## src/rtl/ramp_pulse_checker_run_counter.sv

```systemverilog
// run_counter: length of the current high/low run. Clear loads 1 because
// the sample that starts a run is already the run's first sample.
module run_counter #(
  parameter int unsigned RUN_W = 20
) (
  input  logic             clk,
  input  logic             rst,
  input  logic             clr,
  input  logic             inc,
  output logic [RUN_W-1:0] run
);

  // Run length register: clear-to-1 has priority over increment.
  always_ff @(posedge clk or posedge rst) begin
    if (rst)      run <= '0;
    else if (clr) run <= RUN_W'(1);
    else if (inc) run <= run + 1'b1;
  end

endmodule

```

## config.mk

```make
export PLATFORM = sky130hd
export DESIGN_NAME = run_counter
export DESIGN_NICKNAME = d
export VERILOG_FILES = /design/src/rtl/ramp_pulse_checker_run_counter.sv
export SDC_FILE = /design/constraint.sdc
export NUM_CORES = 1
export LEC_CHECK = 0
export CAP_MARGIN = 30
export CORE_AREA = 2 2 52 54
export CTS_BUF_LIST = sky130_fd_sc_hd__clkbuf_4
export CTS_CLUSTER_SIZE = 20
export DETAILED_ROUTE_END_ITERATION = 16
export DIE_AREA = 0 0 54 56
export DONT_BUFFER_PORTS = 1
export HOLD_SLACK_MARGIN = 0.06
export PLACE_DENSITY_LB_ADDON = 0.25
export SYNTH_ARGS = -nofsm -noshare
export SYNTH_HDL_FRONTEND = slang
export SYNTH_SLANG_ARGS = --single-unit
```

## constraint.sdc

```tcl
create_clock -name clk -period 1.75 [get_ports clk]
set_input_delay 0.2625 -clock clk [delete_from_list [all_inputs] [get_ports clk]]
set_output_delay 0.2625 -clock clk [all_outputs]
set_load 0.02 [all_outputs]
```

### Placed cells, one colour a class

Bar = 20 um.
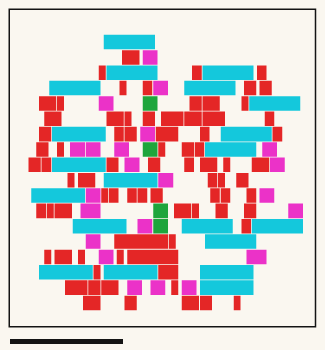
- cyan: flip-flops (cells 20)
- magenta: other buffers and delay cells (cells 22)
- green: clock drivers and dummy loads (cells 4)
- red: all other logic (cells 79)
Core Box Area: 2430 um2
Final Util: 0.522
Seq/total area: 0.403
floorplan row count: 18
Finished Cell Area: 1270 um2

==> run summary <==
Status = finished, final reports clean
Worst path top cell family by delay = simple AND/OR/NAND/NOR gates
Worst-Skew Late Latency = 290 ps
Xor/xnor share = 0.104
Commonest flop = dfrtp_1
Crit-path max FO = 6
DP Worst Slack = 3.00 ps
Yosys warns = 0
Basic Gates by Area = 0.244
# Cells Yosys = 103
Slew Viols, Final = 0
Cells on worst reg2reg path = 4
R2R Path Start = run[4]
DRT iter0 DRCs = 14
Die Wd = 54 um
Worst vdd ir = 0.337 mV
Layout Skew = 7.50 ps
Synth flops = 20
Ys async rst share = 1.00
Detailed-route via count = 853
Hold Path Class = input port to register
First-pass GRT wire length = 3880 um
Wire length per cell = 14.4 um
TritonCTS clock tree = built
Grt total ovfl = 0
N_diodes = 0
MaxCap Viol Count = 0
Vias in the first global route = 856
CP Data Arrival Time = 1940 ps
Slew HR = 0.469
PwrDens = 634 nW/um2
Final ANT Viol Nets = 0
Worst-Margin Slew = 794 ps
H-tree levels = 1
Hold Crit Start = inc
CTS Root Cell = clkbuf_4
Aoi share = 0.107
Critical path's slowest cell = or4_4
YS chip area = 1010 um2
Final hold viol count = 0
Reg with most FFs = run
Mux area share = 0.00995
Top Registers = run x20
Cell area after synthesis = 1010 um2
Post-Route Setup TNS = 0 ps
Critical Path RT = 1970 ps
Critical Path Start = run[4]
Fin crit period = 1720 ps
Area leader, netlist = dfrtp_1
CP endpoint kind = register
Cell area leaders = dfrtp_1 50%, xor2_1 6.1%, nor2_1 4.5%, nand4_1 4.4%, or3_1 4.4%
Total global-route track usage = 0.171
DR pass1 iterations = 4
Syn avg cell area = 9.77 um2
Drt total wl = 2230 um
Clock slew seen by the registers of the worst setup and hold paths = 110 ps
Chip footprint = 3020 um2
Post-synth EDFFs = 0
Post-CTS setup repair buffer count = 0
Final setup vio count = 0
Worst-path cell chain = o2111ai_4, or4_4, or3_4, a21oi_2
Fp util = 0.414
Clk buf depth = 2
Synth-to-Final Area Change = 26.2%
Largest net degree at the start of global routing = 21
Max FFs per register = 20
Die height = 56 um
Hold Path Depth = 2
Setup crit start kind = register
Post-synth seq share = 0.498
Fmax = 582 MHz
Vias per cell = 5.50
CP bufs+invs = 0
Setup Crit Path Kind = register to register
Routability cong. = 0.746
Pleak = 0.000510 uW
Post-route DRC = 0
Unique cell types = 24
Leading cell type by number of instances after synthesis = dfrtp_1
Post-synth top cells = 20 x dfrtp_1, 12 x nor2_1
Worst path max stage delay = 590 ps
Dominant cell area share = 0.498
DP Wirelength = 1650 um
Final worst setup slack = 31.6 ps
WP depth = 4
Synth Instances = 103
Dominant kind of combinational cell = simple AND/OR/NAND/NOR gates
Proportion of layout cells with a drive suffix above 1 = 0.320
Count of filler cells inserted in the layout = 231
Stage-log warning count = 28
TritonCTS Buffers = 3
Adder share = 0.0124
Initial antenna violation count = 0
# clock sinks = 20
Final Net Count = 131
Synthesized net count = 108
RSZ-0062 raised after global routing = yes
Final Cycle Share = 0.982
### I/O nets highlighted

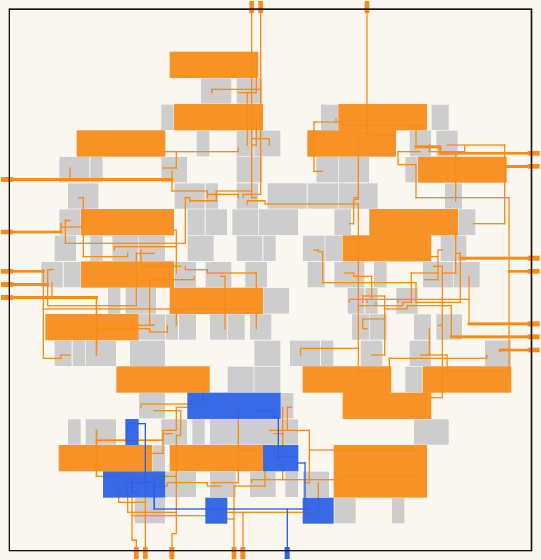
- orange: `run` (direction output; edge 7 right, 5 bottom, 5 left, 3 top; end cells 20; buffers 16; wire 815 um)
- blue: `inc` (direction input; edge bottom; end cells 7; buffers 0; wire 50.4 um)
number of port buffers: 0
IO Pins: 24

==> report_power, final <==
part / switching [uW] / internal (uW) / leakage (uW)
clock network: 135 / 104 / 0.0000184
logic: 52.3 / 34.4 / 0.000231
registers: 9.36 / 470 / 0.000261
total: 196 / 609 / 0.000510
==> timing repair <==
action / in CTS / in global routing
setup endpoints to repair: 2 / 3
pin swaps: 0 / 2
endpoints found under the hold margin: 29 / 0
resized: 1 / 3
hold buffers: 2 / 0
==> placed cells by master (no fill, tap or decap) <==
cell type      instances
buf_4                 20
nor2_1                12
dfrtp_1               11
dfrtp_2                9
nand4_1                7
o21ai_0                7
xor2_1                 7
or3_1                  6
nand2_1                6
nand3_1                5
a21oi_1                5
xnor2_1                5
clkbuf_4               4
inv_1                  2
or4_4                  2
nor3_1                 2
nor4_1                 2
a21oi_2                2
dlygate4sd3_1          2
o2111ai_4              1
and4_1                 1
nand2b_1               1
mux2i_1                1
o2111a_1               1
and3_1                 1
and2_1                 1
or3_4                  1
ha_4                   1
==> path summary, 6_finish.rpt <==
path                                end  slack (ps)
worst max-delay path            run[19]          30
worst min-delay path             run[0]          90
worst max register to register  run[19]          30
worst min register to register   run[7]         700
max in group asynchronous       run[11]         880
min in group asynchronous        run[1]         380
==> cell type report <==
type / count / area (um2) / share of cell area
Inverter: 2 / 7.51 / 0.00591
Timing Repair Buffer: 22 / 170 / 0.134
Multi-Input combinational cell: 77 / 513 / 0.404
Sequential cell: 20 / 512 / 0.403
Clock buffer: 4 / 30.0 / 0.0236
Tap cell: 30 / 37.5 / 0.0296
==> routing by layer <==
layer | routed length [um] | up-vias | track usage
li1 | - | 409 | -
met1 | 1050 | 426 | 0.239
met2 | 1070 | 16 | 0.260
met3 | 99 | 2 | 0.0376
met4 | 13 | 0 | 0.0536
met5 | 0 | - | 0
==> metrics by stage <==
stage	cells	instance area (um2)	utilization	hold slack [ps]	power, uW
finish	155	1270	0.522	89.5	805
detailed placement	149	1200	0.495	150	566
global route	155	1270	0.522	97.4	845
floorplan	103	1040	-	226	544
global placement	149	1200	0.495	139	564
CTS	155	1260	0.517	80.0	817
==> cell families after synthesis <==
logic type / count (synthesis)
flip-flops: 20
adder cells (fa/ha/maj): 1
multiplexers: 1
AND/OR/NAND/NOR: 47
XOR/XNOR: 12
buffers and inverters: 6
AND-OR/OR-AND: 16
Power and IR drop assume default switching activity.
